**Wire density map**

The bar under the picture is 20 um long. The die is cut into 22 by 22 equal tiles; dark blue is low, red is high, scaled to the fullest tile. Values are wire area over tile area, all layers added.
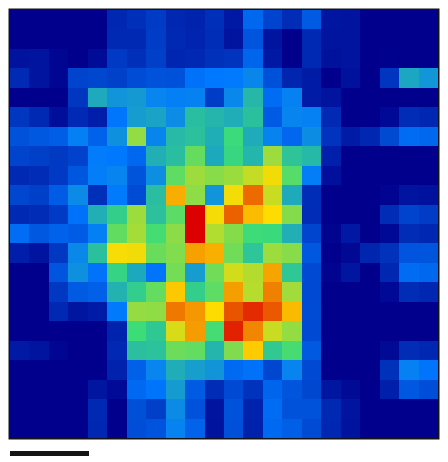
**Where the registers sit**

The bar under the picture is 20 um long.
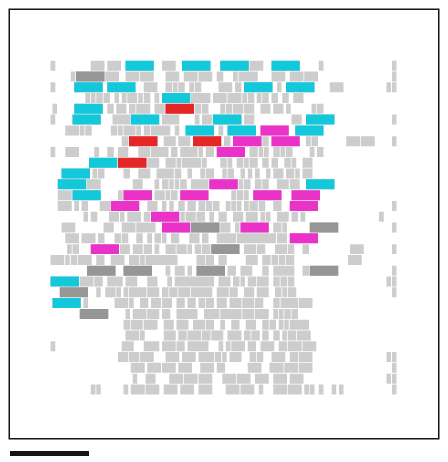
**Congestion heat map**

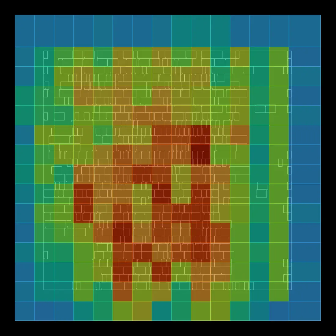
**Routed metal, one colour a layer**

The bar under the picture is 20 um long.
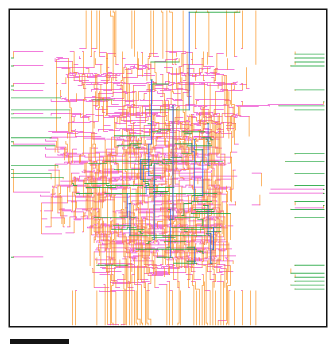
<file path="config.mk">
export PLATFORM = sky130hd
export DESIGN_NAME = sample_to_double_sched
export DESIGN_NICKNAME = d
export VERILOG_FILES = /design/src/rtl/sample_to_double_sched.sv
export SDC_FILE = /design/constraint.sdc
export NUM_CORES = 1
export LEC_CHECK = 0
export ABC_CLOCK_PERIOD_IN_PS = 9510
export CAP_MARGIN = 20
export CORE_MARGIN = 10
export CORE_UTILIZATION = 47
export CTS_BUF_LIST = sky130_fd_sc_hd__clkbuf_2 sky130_fd_sc_hd__clkbuf_4 sky130_fd_sc_hd__clkbuf_8
export DETAILED_ROUTE_END_ITERATION = 10
export GPL_ROUTABILITY_DRIVEN = 0
export PLACE_DENSITY = 0.87
export SLEW_MARGIN = 20
export SYNTH_ARGS = -nofsm -noshare
export SYNTH_HDL_FRONTEND = slang
export SYNTH_SLANG_ARGS = --single-unit
</file>
<file path="constraint.sdc">
create_clock -name clk -period 9.51 [get_ports clk]
set_input_delay 2.853 -clock clk [delete_from_list [all_inputs] [get_ports clk]]
set_output_delay 2.853 -clock clk [all_outputs]
set_load 0.05 [all_outputs]
</file>
<file path="src/rtl/sample_to_double_sched.sv">
// sample_to_double_sched: round-robin shared 16-bit signed sample to IEEE-754 double normalizer.
module sample_to_double_sched #(
  parameter logic FAST_SHIFT = 1'b1
) (
  input  logic        clk,
  input  logic        rst,
  input  logic        req_a,
  input  logic [15:0] sample_a,
  input  logic        req_b,
  input  logic [15:0] sample_b,
  output logic        gnt_a,
  output logic        gnt_b,
  output logic        busy,
  output logic [63:0] double_out,
  output logic        ch_out,
  output logic        valid_out
);
  typedef enum logic [1:0] {IDLE, NORM, DONE} state_t;
  state_t      r_state, w_state_n;
  logic        r_last, w_last_n;
  logic        r_sign, w_sign_n;
  logic [15:0] r_mag, w_mag_n;
  logic [3:0]  r_exp, w_exp_n;
  logic        r_ch, w_ch_n;
  logic        r_zero, w_zero_n;
  logic        r_gnt_a, w_gnt_a_n;
  logic        r_gnt_b, w_gnt_b_n;
  logic        r_valid, w_valid_n;
  logic        r_ch_out, w_ch_out_n;
  logic [63:0] r_dout, w_dout_n;
  logic        w_pick_b;
  logic [15:0] w_smp;
  logic [15:0] w_abs;
  logic        w_fast;
  // r_last = 1 means B was granted last, so A wins the next tie
  assign w_pick_b = req_b & (~req_a | ~r_last);
  assign w_smp    = w_pick_b ? sample_b : sample_a;
  assign w_abs    = w_smp[15] ? ~w_smp + 16'd1 : w_smp;
  assign w_fast   = FAST_SHIFT && (r_mag[15:12] == 4'd0);
  always_comb begin
    w_state_n  = r_state;
    w_last_n   = r_last;
    w_sign_n   = r_sign;
    w_mag_n    = r_mag;
    w_exp_n    = r_exp;
    w_ch_n     = r_ch;
    w_zero_n   = r_zero;
    w_gnt_a_n  = 1'b0;
    w_gnt_b_n  = 1'b0;
    w_valid_n  = 1'b0;
    w_ch_out_n = r_ch_out;
    w_dout_n   = r_dout;
    case (r_state)
      IDLE: if (req_a | req_b) begin
        w_state_n = (w_abs == 16'd0) ? DONE : NORM;
        w_sign_n  = w_smp[15];
        w_mag_n   = w_abs;
        w_exp_n   = 4'd15;
        w_ch_n    = w_pick_b;
        w_last_n  = w_pick_b;
        w_zero_n  = (w_abs == 16'd0);
        w_gnt_a_n = ~w_pick_b;
        w_gnt_b_n = w_pick_b;
      end
      NORM: if (r_mag[15]) w_state_n = DONE;
      else begin
        w_mag_n = w_fast ? r_mag << 4 : r_mag << 1;
        w_exp_n = r_exp - (w_fast ? 4'd4 : 4'd1);
      end
      DONE: begin
        w_state_n  = IDLE;
        w_valid_n  = 1'b1;
        w_ch_out_n = r_ch;
        w_dout_n   = r_zero ? 64'd0 : {r_sign, 11'(11'd1023 + {7'd0, r_exp}), r_mag[14:0], 37'd0};
      end
      default: w_state_n = IDLE;
    endcase
  end
  always_ff @(posedge clk) begin
    if (rst) begin
      r_state  <= IDLE;
      r_last   <= 1'b1;
      r_sign   <= 1'b0;
      r_mag    <= 16'd0;
      r_exp    <= 4'd0;
      r_ch     <= 1'b0;
      r_zero   <= 1'b0;
      r_gnt_a  <= 1'b0;
      r_gnt_b  <= 1'b0;
      r_valid  <= 1'b0;
      r_ch_out <= 1'b0;
      r_dout   <= 64'd0;
    end else begin
      r_state  <= w_state_n;
      r_last   <= w_last_n;
      r_sign   <= w_sign_n;
      r_mag    <= w_mag_n;
      r_exp    <= w_exp_n;
      r_ch     <= w_ch_n;
      r_zero   <= w_zero_n;
      r_gnt_a  <= w_gnt_a_n;
      r_gnt_b  <= w_gnt_b_n;
      r_valid  <= w_valid_n;
      r_ch_out <= w_ch_out_n;
      r_dout   <= w_dout_n;
    end
  end
  assign gnt_a      = r_gnt_a;
  assign gnt_b      = r_gnt_b;
  assign busy       = (r_state != IDLE);
  assign double_out = r_dout;
  assign ch_out     = r_ch_out;
  assign valid_out  = r_valid;
endmodule

</file>
==> flow.log <==
[metrics] run summary
[metrics] slowest cell on the critical path: sky130_fd_sc_hd__a21bo_2
[metrics] synthesis area per yosys: 3630 um^2
[metrics] WL met2: 5100 um
[metrics] Pleak: 1.58 nW
[metrics] final count of negative-setup-slack endpoints: 0
[metrics] number of flip-flops in the largest register: 24
[metrics] switching share of power: 38.3%
[metrics] yosys synthesis warning count: 0
[metrics] number of core rows: 31
[metrics] setup repair after global routing missed its margin: no
[metrics] mux share: 6.28%
[metrics] proportion of power drawn by the clock network: 21.6%
[metrics] hold-critical path depth: 2
[metrics] Max FO, Critical Path: 27
[metrics] post-synthesis cell type with the largest combined area: sky130_fd_sc_hd__dfxtp_1
[metrics] pin count of the biggest net entering global routing: 55
[metrics] final hold slack: 498 ps
[metrics] H-tree levels: 2
[metrics] IR Drop Worst-Case VDD: 0.0788 mV
[metrics] combinational group share of total power: 36.0%
[metrics] CP cell instances: clkdlybuf4s50_1, a21bo_2, mux2i_1, ha_1, nor2b_1, nand4_1, nand3b_1, xor2_1, a2111oi_2, nand4_1, a211oi_2
[metrics] final antenna diode count: 0
[metrics] Layout non-clock buf frac: 16.2%
[metrics] DRC violations left: 0
[metrics] Clock Path Buffers: 2
[metrics] WL met1: 3870 um
[metrics] most frequent cells after synthesis: sky130_fd_sc_hd__nor2_1, sky130_fd_sc_hd__dfxtp_1, sky130_fd_sc_hd__a21oi_1
[metrics] final hold vios: 0
[metrics] DIE HEIGHT: 108 um
[metrics] Synth Area in Compound Gates: 19.1%
[metrics] Max Clock Skew: 7.56 ps
[metrics] Tapcell Cnt: 99
[metrics] worst setup path endpoint: r_state[1]
[metrics] setup repair bufs after CTS: 0
[metrics] combinational group power: 0.221 mW
[metrics] Dominant comb cell: simple AND/OR/NAND/NOR gates
[metrics] normalized max-slew margin: 32.5%
[metrics] worst setup path startpoint: req_a
[metrics] sequential share of the synthesized area: 29.8%
[metrics] FF-to-FF End: r_state[1]
[metrics] TritonCTS clock tree: yes
[metrics] outcome: finished, final reports clean
[metrics] share of Yosys cell area claimed by the top area cell type: 29.8%
[metrics] number of nets in the final layout: 545
[metrics] achievable clock frequency: 157 MHz
[metrics] cell count in the Yosys report: 457
[metrics] classification of the worst-slack hold path: register to register
[metrics] dominant register cell in the synthesized netlist: sky130_fd_sc_hd__dfxtp_1
[metrics] endpoint class of the critical path: register
[metrics] fin crit period: 6380 ps
[metrics] fraction of synthesis flops using an asynchronous set or reset pin: 0%
[metrics] peak-usage layer in the global routing report: met2
[metrics] reg-to-reg setup timing slack: 5900 ps
[metrics] starting DRC count in detailed routing: 361
[metrics] cell class ranked first by area: logic gates
[metrics] number of top-level pins: 105
[metrics] first-pass iteration count of the detailed router: 5
[metrics] CTS root buf: sky130_fd_sc_hd__clkbuf_8
About 'wire density map':
mean over tiles: 0.15
fullest tile: 0.67
tiles over half the peak: 15%
densest ninth of the die: centre
nearly empty tiles: 27%
routed via count: 3,519
routed wire length: 10,100 um
GRT Overall Usage: 16.5%

About 'where the registers sit':
| colour | signal | placed flops |
|---|---|---|
| red | r_exp | 4 |
| cyan | double_out | 24 |
| magenta | r_mag | 16 |
not coloured: 10
area occupied by registers: 1080 um^2
Seq. pwr: 0.261 mW
sequential share of cell area: 25.5%
final standard cell utilization of the core: 57.6%

About 'congestion heat map':
GR met3 Demand/Resource: 3.53%
average wire per standard cell: 16.8 um
met1 track demand over resource in global routing: 19.1%
GR Util met2: 29.4%

About 'routed metal, one colour a layer':
| colour | layer | wire length |
|---|---|---|
| blue | M4 | 269 um |
| green | M3 | 882 um |
| magenta | M1 | 3,870 um |
| orange | M2 | 5,100 um |

Power and IR drop assume default switching activity.
